### config.mk
export PLATFORM = sky130hd
export DESIGN_NAME = reaction_game_core
export DESIGN_NICKNAME = d
export VERILOG_FILES = /design/src/rtl/reaction_game_pkg.sv /design/src/rtl/led_bar_encode.sv /design/src/rtl/reaction_game_core.sv
export SDC_FILE = /design/constraint.sdc
export NUM_CORES = 1
export LEC_CHECK = 0
export CAP_MARGIN = 30
export CORE_ASPECT_RATIO = 1.25
export CORE_UTILIZATION = 40
export DETAILED_ROUTE_END_ITERATION = 6
export PLACE_DENSITY = 0.7
export SLEW_MARGIN = 20
export SYNTH_ARGS = -nofsm -noshare
export SYNTH_HDL_FRONTEND = slang
export SYNTH_SLANG_ARGS = --single-unit
### constraint.sdc
create_clock -name clk -period 3.51 [get_ports clk]
set_input_delay 0.5265 -clock clk [delete_from_list [all_inputs] [get_ports clk]]
set_output_delay 0.5265 -clock clk [all_outputs]
set_load 0.005 [all_outputs]
### src/rtl/reaction_game_pkg.sv
// Shared types for the reaction game: game phase and difficulty mode encodings.
package reaction_game_pkg;

  typedef enum logic [1:0] {
    StSetup  = 2'd0,
    StTarget = 2'd1,
    StCount  = 2'd2,
    StResult = 2'd3
  } phase_e;

  typedef enum logic [1:0] {
    ModeEasy = 2'd0,
    ModeReg  = 2'd1,
    ModeHard = 2'd2
  } mode_e;

  localparam logic [1:0] MODE_MAX = 2'd2;

endpackage

### src/rtl/led_bar_encode.sv
// Registered score-to-LED-bar encoder. One LED goes dark per BUCKET score units;
// the bar is blank while not enabled or when clr is asserted.
module led_bar_encode #(
  parameter int unsigned NUM_W  = 14,
  parameter int unsigned LED_N  = 16,
  parameter int unsigned BUCKET = 30
) (
  input  logic             clk_i,
  input  logic             rst_ni,
  input  logic             en_i,
  input  logic             clr_i,
  input  logic [NUM_W-1:0] score_i,
  output logic [LED_N-1:0] led_o
);

  if (BUCKET == 0) begin : g_bad_bucket
    $error("BUCKET must be non-zero");
  end

  logic [NUM_W-1:0] off;
  logic [LED_N-1:0] bar;
  logic [LED_N-1:0] led_d, led_q;

  // Number of extinguished LEDs, low end first.
  always_comb begin
    off = score_i / NUM_W'(BUCKET);
    bar = '0;
    if (32'(off) < LED_N) begin
      bar = {LED_N{1'b1}} << off;
    end
  end

  // Bar shows only while the score is valid; clr blanks it on the leaving edge.
  always_comb begin
    led_d = '0;
    if (en_i && !clr_i) begin
      led_d = bar;
    end
  end

  // Bar register.
  always_ff @(posedge clk_i or negedge rst_ni) begin
    if (!rst_ni) begin
      led_q <= '0;
    end else begin
      led_q <= led_d;
    end
  end

  assign led_o = led_q;

endmodule

### src/rtl/reaction_game_core.sv
// Reaction game control: difficulty select, target capture, timed count-up and
// scored result on an LED bar. Optional best-score tracking via BEST_SCORE_EN.
module reaction_game_core
  import reaction_game_pkg::*;
#(
  parameter int unsigned NUM_W      = 14,
  parameter int unsigned LED_N      = 16,
  parameter int unsigned TICK_W     = 20,
  parameter int unsigned TICKS_EASY = 1000000,
  parameter int unsigned TICKS_REG  = 200000,
  parameter int unsigned TICKS_HARD = 100000,
  parameter int unsigned BUCKET     = 30
) (
  input  logic             clk,
  input  logic             rst_n,
  input  logic             btn_up,
  input  logic             btn_down,
  input  logic             btn_sel,
  input  logic [NUM_W-1:0] rand_num,   // free-running random value
  output logic [1:0]       phase,
  output logic [1:0]       mode,
  output logic [NUM_W-1:0] number,
  output logic [NUM_W-1:0] score,
  output logic             score_valid,
  output logic [LED_N-1:0] led,
  output logic [NUM_W-1:0] best_score,
  output logic             new_best
);

  if (TICKS_EASY < 2 || TICKS_REG < 2 || TICKS_HARD < 2) begin : g_ticks_too_small
    $error("TICKS_EASY/TICKS_REG/TICKS_HARD must all be at least 2");
  end

  if (64'(TICKS_EASY) > (64'd1 << TICK_W) || 64'(TICKS_REG) > (64'd1 << TICK_W) ||
      64'(TICKS_HARD) > (64'd1 << TICK_W)) begin : g_ticks_too_wide
    $error("TICK_W too narrow for the configured TICKS_* values");
  end

  logic up_prev_q, down_prev_q, sel_prev_q;
  logic up_edge, down_edge, sel_edge;

  phase_e           phase_d, phase_q;
  logic [1:0]       mode_d, mode_q;
  logic [NUM_W-1:0] number_d, number_q;
  logic [NUM_W-1:0] target_d, target_q;
  logic [NUM_W-1:0] score_d, score_q;
  logic             score_valid_d, score_valid_q;
  logic [TICK_W-1:0] tick_d, tick_q, tick_max;
  logic             led_clr;

  assign up_edge   = btn_up & ~up_prev_q;
  assign down_edge = btn_down & ~down_prev_q;
  assign sel_edge  = btn_sel & ~sel_prev_q;

  // Previous-value registers reset high so a button held through reset cannot
  // fire a spurious edge on release.
  always_ff @(posedge clk or negedge rst_n) begin
    if (!rst_n) begin
      up_prev_q   <= 1'b1;
      down_prev_q <= 1'b1;
      sel_prev_q  <= 1'b1;
    end else begin
      up_prev_q   <= btn_up;
      down_prev_q <= btn_down;
      sel_prev_q  <= btn_sel;
    end
  end

  // Terminal prescaler count for the current difficulty.
  always_comb begin
    unique case (mode_q)
      ModeEasy: tick_max = TICK_W'(TICKS_EASY - 1);
      ModeReg:  tick_max = TICK_W'(TICKS_REG - 1);
      default:  tick_max = TICK_W'(TICKS_HARD - 1);
    endcase
  end

  // Game FSM next-state and datapath updates.
  always_comb begin
    phase_d       = phase_q;
    mode_d        = mode_q;
    number_d      = number_q;
    target_d      = target_q;
    score_d       = score_q;
    score_valid_d = score_valid_q;
    tick_d        = tick_q;
    led_clr       = 1'b0;
    unique case (phase_q)
      StSetup: begin
        if (sel_edge) begin
          phase_d  = StTarget;
          target_d = (rand_num == '0) ? NUM_W'(1) : rand_num;
          number_d = (rand_num == '0) ? NUM_W'(1) : rand_num;
        end else if (up_edge && !down_edge) begin
          if (mode_q != MODE_MAX) mode_d = mode_q + 2'd1;
        end else if (down_edge && !up_edge) begin
          if (mode_q != 2'd0) mode_d = mode_q - 2'd1;
        end
      end
      StTarget: begin
        if (sel_edge) begin
          phase_d  = StCount;
          number_d = '0;
          tick_d   = '0;
        end
      end
      StCount: begin
        if (sel_edge) begin
          phase_d       = StResult;
          score_d       = (number_q >= target_q) ? number_q - target_q : target_q - number_q;
          score_valid_d = 1'b1;
        end else if (tick_q == tick_max) begin
          tick_d = '0;
          if (number_q != '1) number_d = number_q + NUM_W'(1);
        end else begin
          tick_d = tick_q + TICK_W'(1);
        end
      end
      StResult: begin
        if (sel_edge) begin
          phase_d       = StSetup;
          score_valid_d = 1'b0;
          number_d      = '0;
          target_d      = '0;
          led_clr       = 1'b1;
        end
      end
      default: phase_d = StSetup;
    endcase
  end

  // Game state registers.
  always_ff @(posedge clk or negedge rst_n) begin
    if (!rst_n) begin
      phase_q       <= StSetup;
      mode_q        <= ModeReg;
      number_q      <= '0;
      target_q      <= '0;
      score_q       <= '0;
      score_valid_q <= 1'b0;
      tick_q        <= '0;
    end else begin
      phase_q       <= phase_d;
      mode_q        <= mode_d;
      number_q      <= number_d;
      target_q      <= target_d;
      score_q       <= score_d;
      score_valid_q <= score_valid_d;
      tick_q        <= tick_d;
    end
  end

  led_bar_encode #(
    .NUM_W  (NUM_W),
    .LED_N  (LED_N),
    .BUCKET (BUCKET)
  ) u_led_bar_encode (
    .clk_i   (clk),
    .rst_ni  (rst_n),
    .en_i    (score_valid_q),
    .clr_i   (led_clr),
    .score_i (score_q),
    .led_o   (led)
  );

`ifdef BEST_SCORE_EN
  logic             result_entry;
  logic [NUM_W-1:0] best_d, best_q;
  logic             new_best_d, new_best_q;

  assign result_entry = (phase_q == StCount) && sel_edge;

  // Track the lowest score since reset; pulse new_best on improvement.
  always_comb begin
    best_d     = best_q;
    new_best_d = 1'b0;
    if (result_entry && (score_d < best_q)) begin
      best_d     = score_d;
      new_best_d = 1'b1;
    end
  end

  // Best-score registers, cleared only by reset.
  always_ff @(posedge clk or negedge rst_n) begin
    if (!rst_n) begin
      best_q     <= '1;
      new_best_q <= 1'b0;
    end else begin
      best_q     <= best_d;
      new_best_q <= new_best_d;
    end
  end

  assign best_score = best_q;
  assign new_best   = new_best_q;
`else
  assign best_score = '1;
  assign new_best   = 1'b0;
`endif

  assign phase       = phase_q;
  assign mode        = mode_q;
  assign number      = number_q;
  assign score       = score_q;
  assign score_valid = score_valid_q;

endmodule
==> out/notes.md, run 1 <==
STA on the placed design reports a worst setup slack of -0.415 ns. Cells fill 55.5% of the core in the end. With the flip-flop and latch share of the layout cell area at 24.1%, the area share of and-or/or-and cells after synthesis is 27.1%. Non-clock buffers in the final layout number 204. The post-synthesis adder-cell area fraction is 8.31%, and the chip area estimate from yosys synthesis is 6590 µm². The final cycle utilization of the critical path is 109%, and the worst slew slack as a fraction of its limit is 35.3%.

With the area of the die at 17000 µm², the cell area after placement is 8180 µm². The simple-gate portion of the synthesized area works out to 18.8%. The clock arrives with 0.0109 ns of skew. Smallest setup slack after layout: -0.313 ns.

The run finished, with violations left. The cell family contributing the most delay on the critical path is simple AND/OR/NAND/NOR gates. Synthesis inferred 86 register bits. The layout has 1458 filler cells. After synthesis, the largest family of logic cells by area is AND-OR/OR-AND gates. The logs give 0.35 ns for the insertion delay of the later-clocked pin in the worst-skew pair and -0.31 ns for the register-to-register setup slack. The first global-routing pass estimated 30000 µm of wire. The tools report the number of failing setup endpoints in the final timing report as 14. The count of port buffers added during placement works out to 67. The synthesized netlist contains 81 unique library cells.

The critical path in this run is classified as reg -> reg. Across the whole layout, storage elements account for 2160 µm². With the number of logic gates at 608, the number of instances in the placed design is 1145.

Timing would allow up to 0.262 GHz. Post-CTS repair changed the size of 48 cells. STA shows the worst reg2reg path with a cell count of 17. The top flip-flop cell by instance count after synthesis is sky130_fd_sc_hd__dfrtp_1. For this run, asynchronously set or reset flops after synthesis account for 100%. The checks that failed: negative setup slack. Endpoints failing hold in the final report were tallied at 0. The longest incremental delay of any stage on the critical path is reported as 0.56 ns.

With the worst endpoint data arrival time at 4.10 ns, the detailed placement HPWL is 13200 µm. The final setup TNS is -3.33 ns. The most critical hold endpoint after final layout shows a slack of 0.279 ns.
==> run 1: worst max-delay path by stage <==
stage / slack [ns] / end / cells past startpoint
after floorplan: -0.25 / u_led_bar_encode.led_o[12] / 15
final: -0.31 / u_led_bar_encode.led_o[4] / 17
after global placement: -0.31 / u_led_bar_encode.led_o[12] / 15
after CTS: -0.20 / u_led_bar_encode.led_o[12] / 16
after global routing: -0.46 / u_led_bar_encode.led_o[4] / 18
after detailed placement: -0.42 / u_led_bar_encode.led_o[12] / 14
==> run 1: synth_stat cells (18+ instances only) <==
cell                        n
sky130_fd_sc_hd__a31oi_1   18
sky130_fd_sc_hd__o21ai_0   85
sky130_fd_sc_hd__clkbuf_1  28
sky130_fd_sc_hd__ha_1      39
sky130_fd_sc_hd__and3_1    24
sky130_fd_sc_hd__nand3_1   29
sky130_fd_sc_hd__dfrtp_1   82
sky130_fd_sc_hd__nand2_1   67
sky130_fd_sc_hd__a21oi_1   44
sky130_fd_sc_hd__buf_4     19
sky130_fd_sc_hd__nor2_1    46
sky130_fd_sc_hd__inv_1     53
==> run 1: kinds of logic (layout without fill, tap and decap cells) <==
| family | Yosys count | after routing |
|---|---|---|
| AND-OR/OR-AND | 267 | 267 |
| XOR/XNOR | 19 | 19 |
| adder cells (fa/ha/maj) | 43 | 43 |
| buffers and inverters | 111 | 273 |
| flip-flops | 86 | 86 |
| multiplexers | 16 | 17 |
| other | 2 | 15 |
| AND/OR/NAND/NOR | 247 | 247 |
==> run 1: routing by layer <==
layer	global-route usage, %	up-vias	wire length [µm]
li1	-	3183	-
met5	0	-	0
met4	7.72	0	487
met3	2.92	48	753
met1	28.2	3139	7860
met2	37.2	198	9070
==> run 1: registers in the layout (all words and copies together), names as in the netlist <==
register,count
down_prev_q,1
score,14
target_q,14
number,14
phase,2
up_prev_q,1
mode,2
tick_q,20
score_valid,1
sel_prev_q,1
u_led_bar_encode.led_o,16
==> run 1: worst reg2reg max path, cell delays in order (launching register included) <==
cell and delay, ns:
sky130_fd_sc_hd__dfrtp_2 0.45, sky130_fd_sc_hd__buf_4 0.15, sky130_fd_sc_hd__buf_4 0.13, sky130_fd_sc_hd__nand3_2 0.07, sky130_fd_sc_hd__nand3_2 0.10, sky130_fd_sc_hd__a221o_1 0.39
sky130_fd_sc_hd__a221oi_4 0.32, sky130_fd_sc_hd__buf_6 0.16, sky130_fd_sc_hd__a21oi_2 0.05, sky130_fd_sc_hd__or2_4 0.25, sky130_fd_sc_hd__buf_6 0.14, sky130_fd_sc_hd__mux2i_4 0.25
sky130_fd_sc_hd__and2_4 0.23, sky130_fd_sc_hd__nor2_2 0.04, sky130_fd_sc_hd__a2bb2oi_2 0.16, sky130_fd_sc_hd__and3_1 0.14, sky130_fd_sc_hd__or4_4 0.56, sky130_fd_sc_hd__a21oi_2 0.15
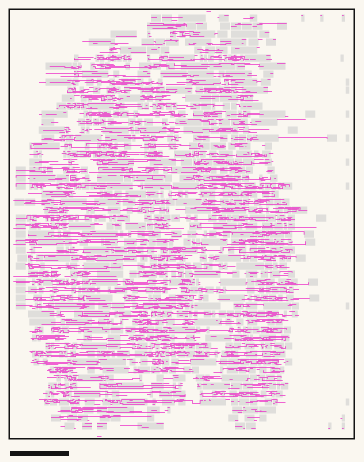
Fig. 1. The metal 1 layer (run 1).
Bar = 20 µm. Cells faint in the background.
The layer holds 43% of the routed length. The longest straight run is 32.2 µm. 917 nets have wire on it. The wires run mostly horizontal.
met1 layer usage reported by global route: 28.2%
number of vias after detailed routing: 6568
total routed wirelength: 18200 µm

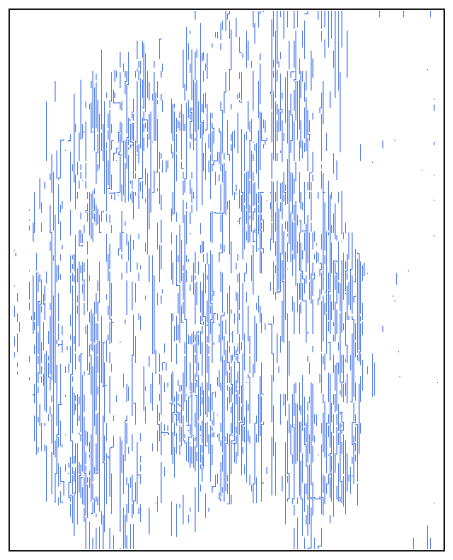
Fig. 2. Signal wires on met2 (run 1).
The layer holds 50% of the routed length. The wires run mostly vertical.
met2 global-route usage: 37.2%

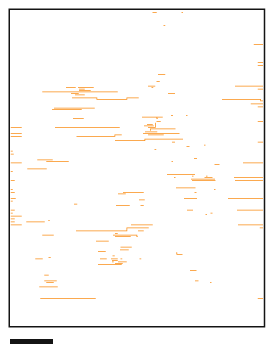
Fig. 3. The metal 3 layer (run 1).
Bar = 20 µm.
The longest straight run is 34.5 µm. The wires run mostly horizontal. The layer carries 754 µm of wire.

==> run 2, diff against run 1 <==
ABC_AREA = 1   (was not set)
==> run 2 against run 1 <==
Against the previous run:
- the flow still finishes with violations (negative setup slack)
- core utilization decreased by 1.8 points
- register-to-register slack worse by 0.07 ns
- first-iteration DRC count fell by 20%
- die size is 0.91% lower
- global-route usage decreased by 1.1 points
- critical path depth increased by 20
- synthesized area shrank 0.93%
- count of clock-buffer cells in the layout unchanged
- maximum frequency shrank 1.7%
- critical endpoint is now u_led_bar_encode.led_o[8]
==> out/notes.md, run 2 <==
The run finished, with violations left. The final reports fail on negative setup slack. The area occupied by registers was 2160 µm² (unchanged).

The clock skew is 0.00772 ns (-0.00313 ns), and the total of flip-flops plus latches after synthesis is 86 (unchanged). For the tally of unique sky130hd cells used after synthesis, the log shows 53 (-35%). The chip area estimate from yosys synthesis came out at 6530 µm² (-0.93%). The most frequent cell after synthesis was sky130_fd_sc_hd__nand2_1. The stage delay of the slowest cell on the critical path came out at 0.44 ns (-0.12 ns). The tools report the final standard cell utilization of the core as 53.7% (-1.8 points). The smallest setup slack after layout was -0.379 ns (-0.0661 ns). The run gives 7880 µm² (-3.7%) as the cell area after placement. The top flip-flop cell by instance count after synthesis was sky130_fd_sc_hd__dfrtp_1. For the final setup TNS, the log shows -4.12 ns (-0.795 ns). The number of failing setup endpoints in the final timing report is 14 (unchanged). The top achievable clock speed was 0.257 GHz (-1.7%). The count of port buffers added during placement works out to 67 (unchanged).

The final cycle utilization of the critical path works out to 111% (+1.9 points). The commonest cells after synthesis are sky130_fd_sc_hd__nand2_1, sky130_fd_sc_hd__inv_1, sky130_fd_sc_hd__dfrtp_1. tick_q holds more flip-flops than any other register. Worst slew slack as a fraction of its limit: 50.7% (+15 points).
run 2: cell types whose count changed in the layout (fill, tap and decap cells not counted), moves of 14 or more:
cell / delta
sky130_fd_sc_hd__nand2_1: +91
sky130_fd_sc_hd__inv_2: +15
sky130_fd_sc_hd__and3_1: -22
sky130_fd_sc_hd__inv_1: +94
sky130_fd_sc_hd__o22ai_1: +14
sky130_fd_sc_hd__nor2_1: +28
sky130_fd_sc_hd__a22o_1: -14
sky130_fd_sc_hd__o21ai_0: -24
sky130_fd_sc_hd__xor2_1: +14
sky130_fd_sc_hd__a31oi_1: -15
sky130_fd_sc_hd__nand2_2: +39
sky130_fd_sc_hd__buf_4: -61
run 2: area by class of cell:
cell class | instances | share of cell area, %
tap | 212 | 3.14
timing repair buffer | 134 | 14.1
sequential | 86 | 25.5
inverter | 168 | 7.50
multi-input combinational | 643 | 46.1
clock buffer | 9 | 2.66
clock inverter | 7 | 0.947
run 2: cell families (layout without fill, tap and decap cells):
family,after synthesis,in the layout,share of synthesized area (%)
AOI/OAI and AO/OA,169,169,15.7
xor gates and xnor gates,29,29,3.89
adders and majority gates,41,41,8.08
buffers and inverters,191,318,11.8
DFF,86,86,33.0
muxes,2,2,0.306
other,2,15,0.115
and+or+nand+nor,387,387,27.0
run 2: what timing repair did:
action	CTS	global route
setup buffers	6	6
endpoints found under the hold margin	0	0
pin swaps	1	6
endpoints found under the setup margin	14	16
resized	15	44
run 2: metrics by stage:
step                setup WS, ns  instances  hold slack, ns
finish                    -0.379       1259           0.104
global route              -0.692       1259           0.137
CTS                       -0.259       1253           0.114
detailed placement        -0.343       1231           0.492
global placement          -0.198       1230           0.513
floorplan                -0.0411        920           0.231
run 2: worst max-delay path, delay by kind of cell, from the launching register on:
kind | cells | cell delay, ns
and+or+nand+nor | 29 | 2.60
AOI/OAI and AO/OA | 3 | 0.49
DFF | 1 | 0.44
buffers and inverters | 5 | 0.28
run 2: final timing paths:
check | endpoint | depth (start not counted)
setup reg to reg | u_led_bar_encode.led_o[8] | 37
min in group clk | score[0] | 2
hold / removal | score[12] | 1
hold reg to reg | score[0] | 2
max in group asynchronous | down_prev_q | 2
setup / recovery | u_led_bar_encode.led_o[8] | 37
run 2: metal layers:
layer	global-route usage (%)	vias to the layer above	part of all wire [%]
met1	25.7	2911	45
li1	-	3204	-
met3	3.17	34	3.3
met4	9.92	0	3.2
met5	0	-	0
met2	35.4	141	49
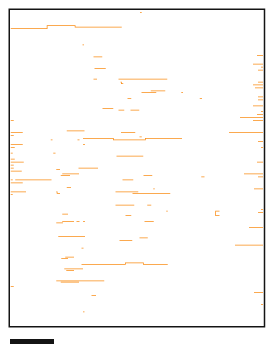
Fig. 4. The metal 3 layer (run 2).
Bar = 20 µm.
The longest straight run is 22.1 µm. The wires run mostly horizontal. The layer holds 3.4% of the routed length.
met3 global-route usage: 3.17%
total routed wirelength: 16800 µm
number of vias after detailed routing: 6290

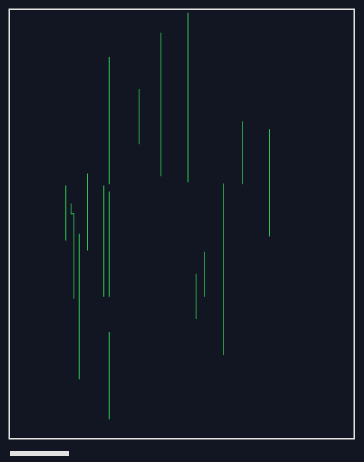
Fig. 5. The metal 4 layer (run 2).
Bar = 20 µm.
The layer carries 540 µm of wire. 13 nets have wire on it. The wires run mostly vertical. The layer holds 3.2% of the routed length. The longest straight run is 57.8 µm.

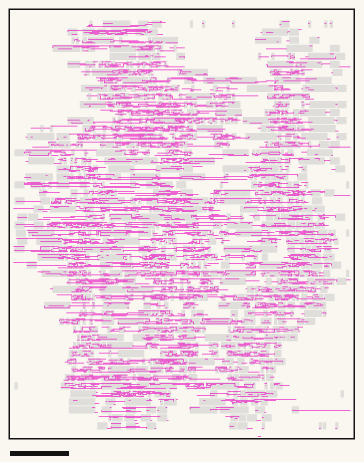
Fig. 6. The metal 1 layer (run 2).
Bar = 20 µm. Cells faint in the background.
The layer holds 45% of the routed length. 994 nets have wire on it. The layer carries 7470 µm of wire.

